Figure 1. Cells coloured by class (run 1).
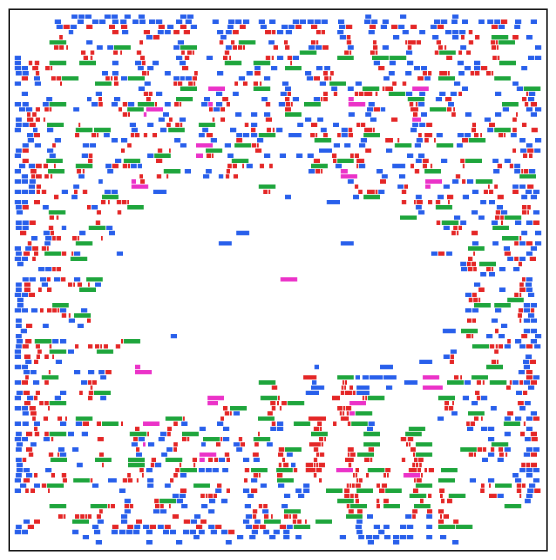
Figure 2. Clock network drawn from the DEF (run 1).
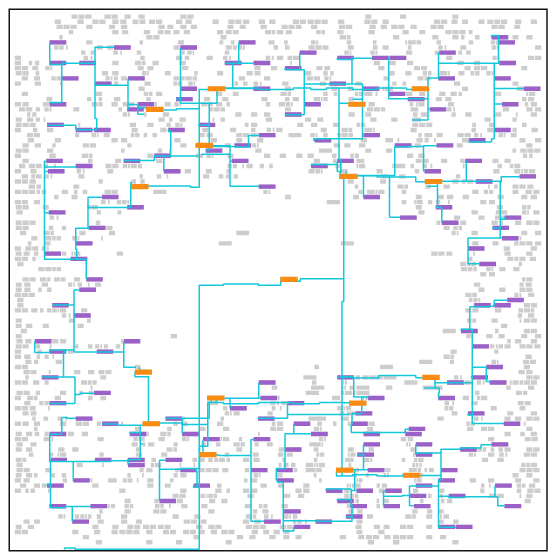
Figure 3. Cells by drive strength (run 1).
Scale bar: 100 µm.
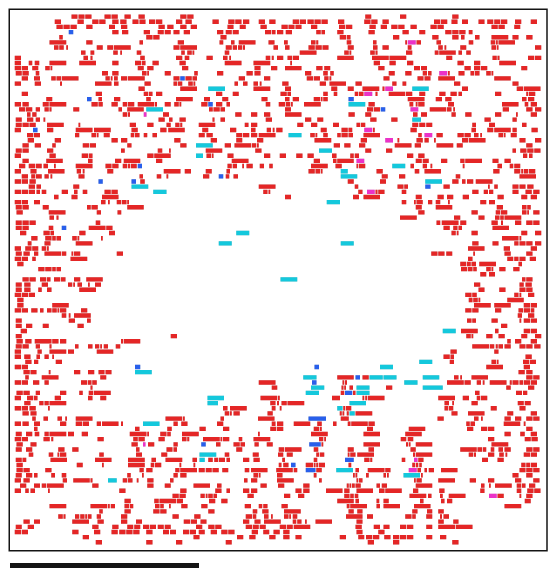
[config.mk]
export PLATFORM = sky130hd
export DESIGN_NAME = cdb_arbiter
export DESIGN_NICKNAME = d
export VERILOG_FILES = /design/src/rtl/cdb_arbiter.sv
export SDC_FILE = /design/constraint.sdc
export NUM_CORES = 1
export LEC_CHECK = 0
export CORE_AREA = 2 2 281 283
export DETAILED_ROUTE_END_ITERATION = 10
export DIE_AREA = 0 0 283 285
export PLACE_DENSITY_LB_ADDON = 0.08
export SETUP_SLACK_MARGIN = 0.15
export SYNTH_ARGS = -nofsm -noshare
export SYNTH_HDL_FRONTEND = slang
export SYNTH_SLANG_ARGS = --single-unit
[constraint.sdc]
create_clock -name clock -period 3.9 [get_ports clock]
set_input_delay 0.39 -clock clock [delete_from_list [all_inputs] [get_ports clock]]
set_output_delay 0.39 -clock clock [all_outputs]
set_load 0.05 [all_outputs]
[src/rtl/cdb_arbiter.sv]
// Common data bus arbiter: round-robin selection among functional units,
// one registered broadcast per cycle with a 1-cycle grant-to-broadcast latency.
module cdb_arbiter #(
    parameter int unsigned NUM_FU    = 4,
    parameter int unsigned ROB_IDX_W = 5,
    parameter int unsigned XLEN      = 32
) (
    input  logic                          clock,
    input  logic                          reset,
    input  logic                          squash_signal,
    input  logic [NUM_FU-1:0]             fu_valid,
    output logic [NUM_FU-1:0]             fu_ready,
    input  logic [NUM_FU*ROB_IDX_W-1:0]   fu_tag,
    input  logic [NUM_FU*XLEN-1:0]        fu_value,
    input  logic [NUM_FU*XLEN-1:0]        fu_alu_result,
    input  logic [NUM_FU*XLEN-1:0]        fu_pc,
    input  logic [NUM_FU*XLEN-1:0]        fu_npc,
    input  logic [NUM_FU-1:0]             fu_take_branch,
    output logic                          cdb_valid,
    output logic [ROB_IDX_W-1:0]          cdb_tag,
    output logic [XLEN-1:0]               cdb_value,
    output logic [XLEN-1:0]               cdb_alu_result,
    output logic [XLEN-1:0]               cdb_pc,
    output logic [XLEN-1:0]               cdb_npc,
    output logic                          cdb_take_branch,
    output logic [$clog2(NUM_FU)-1:0]     cdb_src,
    output logic [31:0]                   perf_grants
);

    localparam int unsigned SRC_W = $clog2(NUM_FU);

    logic [SRC_W-1:0] rr_ptr;
    logic [SRC_W-1:0] winner;
    logic [SRC_W-1:0] idx;
    logic             found;
    logic             transfer;

    // First requester at or after rr_ptr; power-of-two NUM_FU makes the add wrap.
    always_comb begin
        found  = 1'b0;
        winner = '0;
        idx    = '0;
        for (int k = 0; k < NUM_FU; k++) begin
            idx = rr_ptr + SRC_W'(k);
            if (!found && fu_valid[idx]) begin
                found  = 1'b1;
                winner = idx;
            end
        end
    end

    // Grant is combinational and gated by reset and flush.
    always_comb begin
        transfer = found && reset && !squash_signal;
        fu_ready = '0;
        if (transfer) begin
            fu_ready[winner] = 1'b1;
        end
    end

    always_ff @(posedge clock or negedge reset) begin
        if (!reset) begin
            rr_ptr          <= '0;
            cdb_valid       <= 1'b0;
            cdb_tag         <= '0;
            cdb_value       <= '0;
            cdb_alu_result  <= '0;
            cdb_pc          <= '0;
            cdb_npc         <= '0;
            cdb_take_branch <= 1'b0;
            cdb_src         <= '0;
            perf_grants     <= '0;
        end else begin
            cdb_valid <= transfer;
            if (transfer) begin
                cdb_tag         <= fu_tag[winner*ROB_IDX_W +: ROB_IDX_W];
                cdb_value       <= fu_value[winner*XLEN +: XLEN];
                cdb_alu_result  <= fu_alu_result[winner*XLEN +: XLEN];
                cdb_pc          <= fu_pc[winner*XLEN +: XLEN];
                cdb_npc         <= fu_npc[winner*XLEN +: XLEN];
                cdb_take_branch <= fu_take_branch[winner];
                cdb_src         <= winner;
                perf_grants     <= perf_grants + 32'd1;
            end
            // A flush restarts the rotation at FU0.
            if (squash_signal) begin
                rr_ptr <= '0;
            end else if (transfer) begin
                rr_ptr <= winner + SRC_W'(1);
            end
        end
    end

endmodule

==> results_tabular.tex, run 1 <==
% Table of physical implementation metrics
\begin{tabular}{lr}
\hline
Metric & Value \\
\hline
\multicolumn{2}{l}{\textbf{Outcome}} \\
\quad Run status & completed \\
\multicolumn{2}{l}{\textbf{Setup path}} \\
\quad Largest fanout on the critical path & 7 \\
\quad Launch instance of the worst register-to-register path & rr\_ptr[1] \\
\quad Cell family with most CP delay & AND-OR/OR-AND gates \\
\quad Arrival time of the worst setup path & 2.57 ns \\
\quad Buffers \& Inverters on Critical Path & 1 \\
\quad Largest stage delay on the critical path & 0.52 ns \\
\multicolumn{2}{l}{\textbf{Synth}} \\
\quad Mapped Nets & about 1,600 \\
\quad Flip-flop and latch count after synthesis & 171 \\
\quad And+or+nand+nor area frac & 0.1689 \\
\quad Portion of the post-synthesis area used by sequential elements & 0.4117 \\
\quad Netlist cell types & approximately 40 \\
\quad Yosys Chip Area & approximately 0.010 mm² \\
\quad YS warnings & 0 \\
\quad XOR Share, Synth & 0.02612 \\
\quad Aoi share & 0.2101 \\
\quad Yosys cell count & 1,073 \\
\quad Adders+Majority by Area & 0.002408 \\
\quad Number of instances in the synthesized netlist & 1,073 \\
\quad Mux area share & 0.1300 \\
\quad Synthesized area per cell & 9.687 µm² \\
\quad Mapped Area & approximately 0.010 mm² \\
\multicolumn{2}{l}{\textbf{Global routing}} \\
\quad Wire length of the first global-routing pass & roughly 89 mm \\
\quad Met2 usage in global routing & 0.2729 \\
\quad GRT Resource Usage Total & 0.1507 \\
\quad Remaining Overflow, GRT & 0 \\
\quad Vias in the first global route & roughly 12,000 \\
\quad Antenna violations before repair & 9 \\
\quad Most used routing layer in global routing & met2 \\
\quad Pin count of the biggest net entering global routing & about 140 \\
\multicolumn{2}{l}{\textbf{Final timing}} \\
\quad Clk\_skew & approximately 0.019 ns \\
\quad Headroom to the max-slew limit & 0.3060 \\
\quad Maximum achievable frequency & 337.8 MHz \\
\quad Hold Fails Final Rpt & 0 \\
\quad Final period demand of the worst path & 2.961 ns \\
\quad Count of final setup violators & 0 \\
\quad Post-layout period usage & 0.7591 \\
\quad Transition time of the tightest slew-check pin & 1.041 ns \\
\quad Max Transition Viols Final & 0 \\
\multicolumn{2}{l}{\textbf{Clocking}} \\
\quad CTS tree & yes \\
\quad Inserted Clock Buffers & 17 \\
\quad Post-CTS setup repair buffer count & 0 \\
\quad Number of buffers inserted by hold repair at cts & 0 \\
\quad Buffers from clock root to sink, at most & 2 \\
\quad H-tree lvl count & 4 \\
\quad Count of instances resized after the clock tree is built & 0 \\
\quad Sinks on the clock net & 171 \\
\quad CTS Root Buffer Type & sky130\_fd\_sc\_hd\_\_clkbuf\_16 \\
\multicolumn{2}{l}{\textbf{Routing}} \\
\quad Max layer used & met5 \\
\quad Routed length on met3 & 4.506 mm \\
\quad Total vias in the final route & 11,406 \\
\quad Remaining design rule violation count & 0 \\
\quad Remaining number of nets flagged by the antenna check after routing & 0 \\
\quad Wire length per cell & 22.26 µm \\
\quad Detailed Route WL & between 60 and 70 mm \\
\quad Initial detailed-routing violation count & 421 \\
\quad Routed metal-1 wirelength & 23.94 mm \\
\multicolumn{2}{l}{\textbf{Finish}} \\
\quad Share of the core filled with cells & 0.2488 \\
\quad Clock buffers and inverters, area share & 0.02973 \\
\quad Fill cells & 8,329 \\
\quad Top cell class by occupied area & buffers \\
\quad Non-Clock Buffer Count & 743 \\
\quad Most common logic cell in the routed design & sky130\_fd\_sc\_hd\_\_clkdlybuf4s50\_1 \\
\quad Share of final layout cell area taken by non-clock buffers & 0.3911 \\
\quad Fin nets & about 2,300 \\
\quad MI comb area & 0.005619 mm² \\
\quad Proportion of layout cells with a drive suffix above 1 & 0.04825 \\
\quad Sequential cell count & 171 \\
\quad Top library cells by usage in the layout, fill and taps aside & sky130\_fd\_sc\_hd\_\_clkdlybuf4s50\_1 (710), sky130\_fd\_sc\_hd\_\_a211oi\_1 (259), sky130\_fd\_sc\_hd\_\_dfrtp\_1 (171), sky130\_fd\_sc\_hd\_\_nor2\_1 (143), sky130\_fd\_sc\_hd\_\_and3\_1 (142) \\
\quad Layout overhead on the synthesized area & 86.64\% \\
\quad Sequential share of cell area & 0.2206 \\
\multicolumn{2}{l}{\textbf{Die}} \\
\quad Number of rows in the core area & 103 \\
\quad Boundary pin count & 716 \\
\quad Total core area & approximately 0.078 mm² \\
\quad Width of the chip & around 280 µm \\
\quad Tap Cells & 1,050 \\
\multicolumn{2}{l}{\textbf{Placement}} \\
\quad Last weighted congestion value of the routability-driven placer & $\sim$0.8 \\
\quad Port Buf Inserts & 715 \\
\multicolumn{2}{l}{\textbf{Worst hold path}} \\
\quad Class of the tightest hold or removal check & in2async \\
\multicolumn{2}{l}{\textbf{Flow run}} \\
\quad Max\_cap viols & 0 \\
\multicolumn{2}{l}{\textbf{Power and ir drop}} \\
\quad Power Density & 419.7 mW/mm² \\
\quad VDD IR max & 0.0003200 V \\
\hline
\end{tabular}
Back to the opening pictures, Figure 1:
- other buffers and delay cells: blue (cells 743)
- clock drivers and dummy loads: magenta (cells 31)
- flip-flops: green (cells 171)
- all other logic: red (cells 796)

Back to the opening pictures, Figure 2:
- flip-flops: purple (count 171)
- clock wires: cyan (length 3,820 µm)
- cells driving clock nets: orange (count 17)
- routed clock nets: 18
- flops lie: widely spread

Back to the opening pictures, Figure 3:
- drive 3 to 4: blue (cells 24; share 1.4%; most used buf_4)
- drive 2: magenta (cells 15; share 0.86%; most used a211oi_2)
- drive 1 or less: red (cells 1,657; share 95%; most used clkdlybuf4s50_1)
- drive 6 and up: cyan (cells 45; share 2.6%; most used buf_12)

==> run 1: metrics by stage <==
stage | std cells | setup WS (ns) | hold slack (ns) | total power [µW] | area (µm²)
6_report | 2794 | 0.9395 | 0.1248 | 8142 | 19400
5_1_grt | 2794 | 0.7369 | 0.1818 | 8594 | 19400
4_1_cts | 2791 | 0.8573 | 0.1830 | 8343 | 19390
3_5_place_dp | 2760 | 0.5977 | 0.4705 | 6424 | 18810
3_3_place_gp | 2760 | 0.6377 | 0.4583 | 6431 | 18810
2_1_floorplan | 1073 | 1.162 | 0.09441 | 4531 | 10390
==> run 1: synth_stat cells (all sizes together) <==
cell type  instances  area, µm²
a211oi           270       2082
dfrtp            171       4279
nor2             144      540.5
and3             142      888.4
mux2i            135       1351
buf               53      305.3
clkbuf            53      211.5
nand2             22      90.09
xnor2             18      157.7
xor2              13      113.9
nand3             10      50.05
and4               5      43.79
nand4              5      31.28
nor3               5      25.02
and2               3      18.77
inv                3      11.26
a21oi              2      10.01
ha                 2      25.02
nand2b             2      12.51
nor4               2      18.77
o22a               2      17.52
or4b               2      23.77
a21boi             1      7.510
a21o               1      7.510
o21a               1      7.510
o21ai              1      5.000
o221ai             1      26.28
o41a               1      11.26
o41ai              1      8.760
or2                1      6.260
or3                1      6.260
==> run 1: power by group <==
part           switching (µW)  total [µW]  internal [µW]
Clock                     914        1830            911
Sequential                237        2370           2130
Combinational            2400        3950           1550
Total                    3550        8140           4590
==> run 1: worst paths after layout <==
kind	to	slack [ns]	cells after the start
min	perf_grants[8]	0.12	2
min reg2reg	perf_grants[31]	0.48	1
max	fu_ready[1]	0.94	6
min in group clock	rr_ptr[0]	0.41	4
max reg2reg	cdb_value[7]	1.37	7
max in group asynchronous	cdb_npc[13]	2.26	3
==> run 1 -> run 2 <==
--- a/config.mk
+++ b/config.mk
@@ -5,9 +5,9 @@
 export SDC_FILE = /design/constraint.sdc
 export NUM_CORES = 1
 export LEC_CHECK = 0
-export CORE_AREA = 2 2 281 283
+export CORE_AREA = 2 2 280 282
 export DETAILED_ROUTE_END_ITERATION = 10
-export DIE_AREA = 0 0 283 285
+export DIE_AREA = 0 0 282 284
 export PLACE_DENSITY_LB_ADDON = 0.08
 export SETUP_SLACK_MARGIN = 0.15
 export SYNTH_ARGS = -nofsm -noshare
==> constraint.sdc (replaced) <==
create_clock -name clock -period 2.6 [get_ports clock]
set_input_delay 0.26 -clock clock [delete_from_list [all_inputs] [get_ports clock]]
set_output_delay 0.26 -clock clock [all_outputs]
set_load 0.05 [all_outputs]
==> run 2 against run 1 <==
Clock skew is 0.0029 ns lower. Critical path depth grew 1. Clock-buffer cell count is 1 lower. Sequential share of layout area down 0.58 points. Largest cell class unchanged. Register-to-register slack worse by 0.99 ns. Sequential cell count is the same. Power rose by 52%. Non-clock buffer count up 46. Global-route usage up 0.64 points. Area after synthesis unchanged. Combinational power up 54%. Largest power group unchanged.
==> results_tabular.tex, run 2 <==
% Table of physical implementation metrics
\begin{tabular}{lr}
\hline
Metric & Value \\
\hline
\multicolumn{2}{l}{\textbf{Outcome}} \\
\quad Run status & completed (unchanged) \\
\multicolumn{2}{l}{\textbf{Placement}} \\
\quad Post-placement cell area & 0.01914 mm² (was 0.01881 mm²) \\
\quad Port Buf Inserts & 715 (unchanged) \\
\multicolumn{2}{l}{\textbf{Routing}} \\
\quad Remaining design rule violation count & 0 (unchanged) \\
\quad Detailed Route WL & 64.16 mm (was 62.18 mm) \\
\quad Routed metal-1 wirelength & 24.37 mm (was 23.94 mm) \\
\quad Max layer used & met5 (unchanged) \\
\quad Total vias in the final route & 11,463 (was 11,406) \\
\quad Wire length per cell & 22.60 µm (was 22.26 µm) \\
\multicolumn{2}{l}{\textbf{Global routing}} \\
\quad Remaining Overflow, GRT & 0 (unchanged) \\
\quad Vias in the first global route & 12,390 (was 12,091) \\
\quad GRT Resource Usage Total & 0.1570 (was 0.1507) \\
\quad Antenna violations before repair & 18 (was 9) \\
\quad Wire length of the first global-routing pass & 90.60 mm (was 88.64 mm) \\
\quad Met2 usage in global routing & 0.2889 (was 0.2729) \\
\multicolumn{2}{l}{\textbf{Final timing}} \\
\quad Maximum achievable frequency & 423.3 MHz \\
\quad Max Transition Viols Final & 0 (unchanged) \\
\quad Hold Fails Final Rpt & 0 (unchanged) \\
\quad Worst hold slack & 0.3356 ns (was 0.1248 ns) \\
\quad Clk\_skew & 0.01571 ns (was 0.01863 ns) \\
\quad Transition time of the tightest slew-check pin & 0.7928 ns (was 1.041 ns) \\
\quad Headroom to the max-slew limit & 0.4715 (was 0.3060) \\
\multicolumn{2}{l}{\textbf{Finish}} \\
\quad Total non-filler cell area in the finished layout & 0.01993 mm² (was 0.01940 mm²) \\
\quad Fin nets & 2,320 (was 2,274) \\
\quad Most common logic cell in the routed design & sky130\_fd\_sc\_hd\_\_clkdlybuf4s50\_1 (unchanged) \\
\multicolumn{2}{l}{\textbf{Synth}} \\
\quad Mapped Area & 0.01039 mm² (unchanged) \\
\quad Synthesized area per cell & 9.687 µm² (unchanged) \\
\quad Number of instances in the synthesized netlist & 1,073 (unchanged) \\
\quad Flip-flop and latch count after synthesis & 171 (unchanged) \\
\quad Most instantiated cells after synthesis & sky130\_fd\_sc\_hd\_\_a211oi\_1 (259), sky130\_fd\_sc\_hd\_\_dfrtp\_1 (171), sky130\_fd\_sc\_hd\_\_nor2\_1 (144) (unchanged) \\
\quad Portion of the post-synthesis area used by sequential elements & 0.4117 (unchanged) \\
\quad Yosys Chip Area & 0.01039 mm² (unchanged) \\
\quad Netlist cell types & 40 (unchanged) \\
\quad Share of the synthesized area in the top cell type & 0.4117 (unchanged) \\
\multicolumn{2}{l}{\textbf{Setup path}} \\
\quad Arrival time of the worst setup path & 2.10 ns (was 2.57 ns) \\
\quad Buffers \& Inverters on Critical Path & 3 (was 1) \\
\quad Largest fanout on the critical path & 5 (was 7) \\
\multicolumn{2}{l}{\textbf{Flow run}} \\
\quad Max\_cap viols & 0 (unchanged) \\
\multicolumn{2}{l}{\textbf{Die}} \\
\quad Total core area & 0.07696 mm² (was 0.07797 mm²) \\
\quad Boundary pin count & 716 (unchanged) \\
\multicolumn{2}{l}{\textbf{Clocking}} \\
\quad CTS tree & yes (unchanged) \\
\quad CTS Root Buffer Type & sky130\_fd\_sc\_hd\_\_clkbuf\_16 (unchanged) \\
\multicolumn{2}{l}{\textbf{Power and ir drop}} \\
\quad Top Consumer & combinational logic (unchanged) \\
\quad Relative contribution of sequential cells to total power & 0.286 (was 0.291) \\
\quad Power Density & 622.3 mW/mm² (was 419.7 mW/mm²) \\
\quad Internal power & 6942 µW (was 4592 µW) \\
\quad Power share of the clock group & 0.222 (was 0.224) \\
\quad VDD IR max & 0.0003972 V (was 0.0003200 V) \\
\hline
\end{tabular}
[run 2: cell counts after synthesis]
Identical to the previous run, type by type.
[run 2: cells by family after synthesis]
kind of cell | count (synthesis) | synth area share
AND-OR/OR-AND | 281 | 0.2101
buffers and inverters | 109 | 0.05080
flip-flops | 171 | 0.4117
AND/OR/NAND/NOR | 344 | 0.1689
adder cells (fa/ha/maj) | 2 | 0.002407
XOR/XNOR | 31 | 0.02612
multiplexers | 135 | 0.1300
[run 2: what timing repair did]
action	in CTS	in global routing
gates resized	4	6
pin swaps	3	5
endpoints found under the hold margin	34	0
setup buffers	4	7
cloned	1	0
hold buffers	1	0
endpoints found under the setup margin	4	4
[run 2: per-stage QoR]
| stage | util | worst slack (ns) | std cells |
|---|---|---|---|
| after floorplan | - | 0.2353 | 1073 |
| after global placement | 0.2488 | -0.08184 | 2783 |
| after detailed placement | 0.2488 | -0.1068 | 2783 |
| after CTS | 0.2576 | 0.1377 | 2821 |
| after global routing | 0.2589 | 0.1169 | 2838 |
| final | 0.2589 | 0.2375 | 2839 |
[run 2: cell type report]
cell class	instances	area (µm²)
Tap cell	1040	1301
Fill cell	8293	57030
Antenna cell	11	27.53
Inverter	3	16.27
Clock inverter	15	168.9
Timing Repair Buffer	789	8065
Clock buffer	17	425.4
Sequential cell	171	4280
Multi-Input combinational cell	793	5642
[run 2: worst paths after layout]
check                                startpoint           endpoint  slack (ns)  cells past startpoint
worst min-delay path                      reset          rr_ptr[1]        0.34                      4
worst min register to register  perf_grants[31]    perf_grants[31]        0.48                      1
max in group asynchronous                 reset  cdb_alu_result[1]        0.63                      4
worst max register to register        rr_ptr[1]        cdb_npc[31]        0.38                      8
min in group asynchronous                 reset  cdb_alu_result[7]        0.63                      3
worst max-delay path                  rr_ptr[1]        fu_ready[0]        0.24                      7
Figure 4. Clock network drawn from the DEF (run 2).
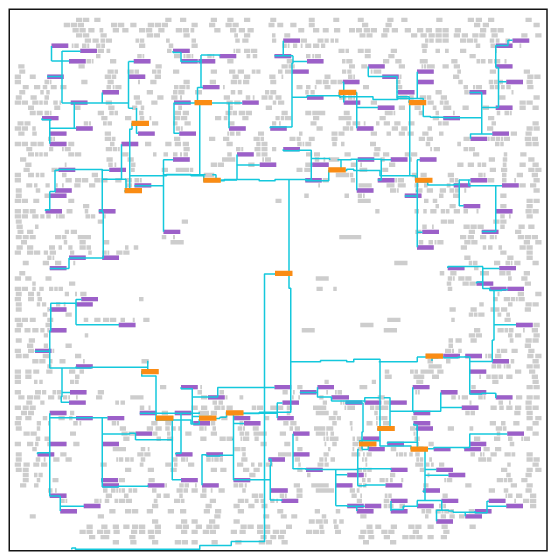
- flip-flops: purple (count 171)
- cells driving clock nets: orange (count 17)
- clock wires: cyan (length 3,660 µm)
- flops lie: widely spread

Figure 5. Cells coloured by class (run 2).
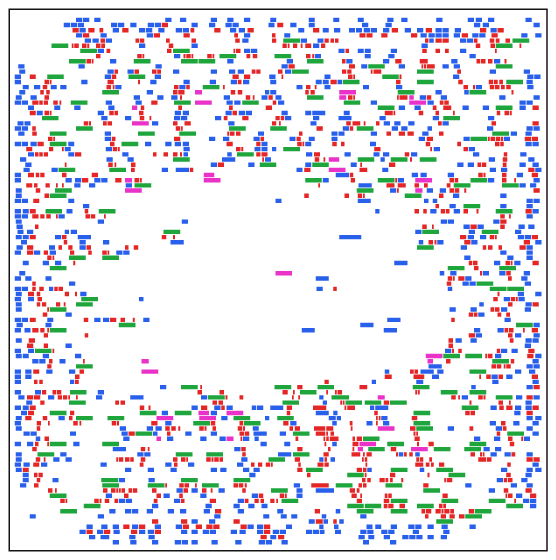
share of the core filled with cells: 0.2589
sequential share of cell area: 0.2148

Figure 6. Clock nets (run 2).
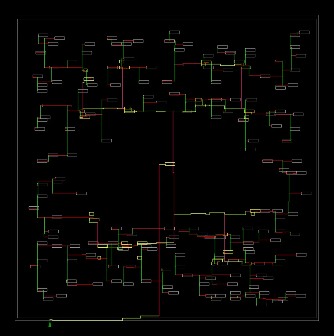
sinks on the clock net: 171
Latency at later pin: 0.49 ns
sequential cell count: 171
power of the clock network: 2760 µW

Power figures rest on the tool's default switching activity, not on a simulated workload.
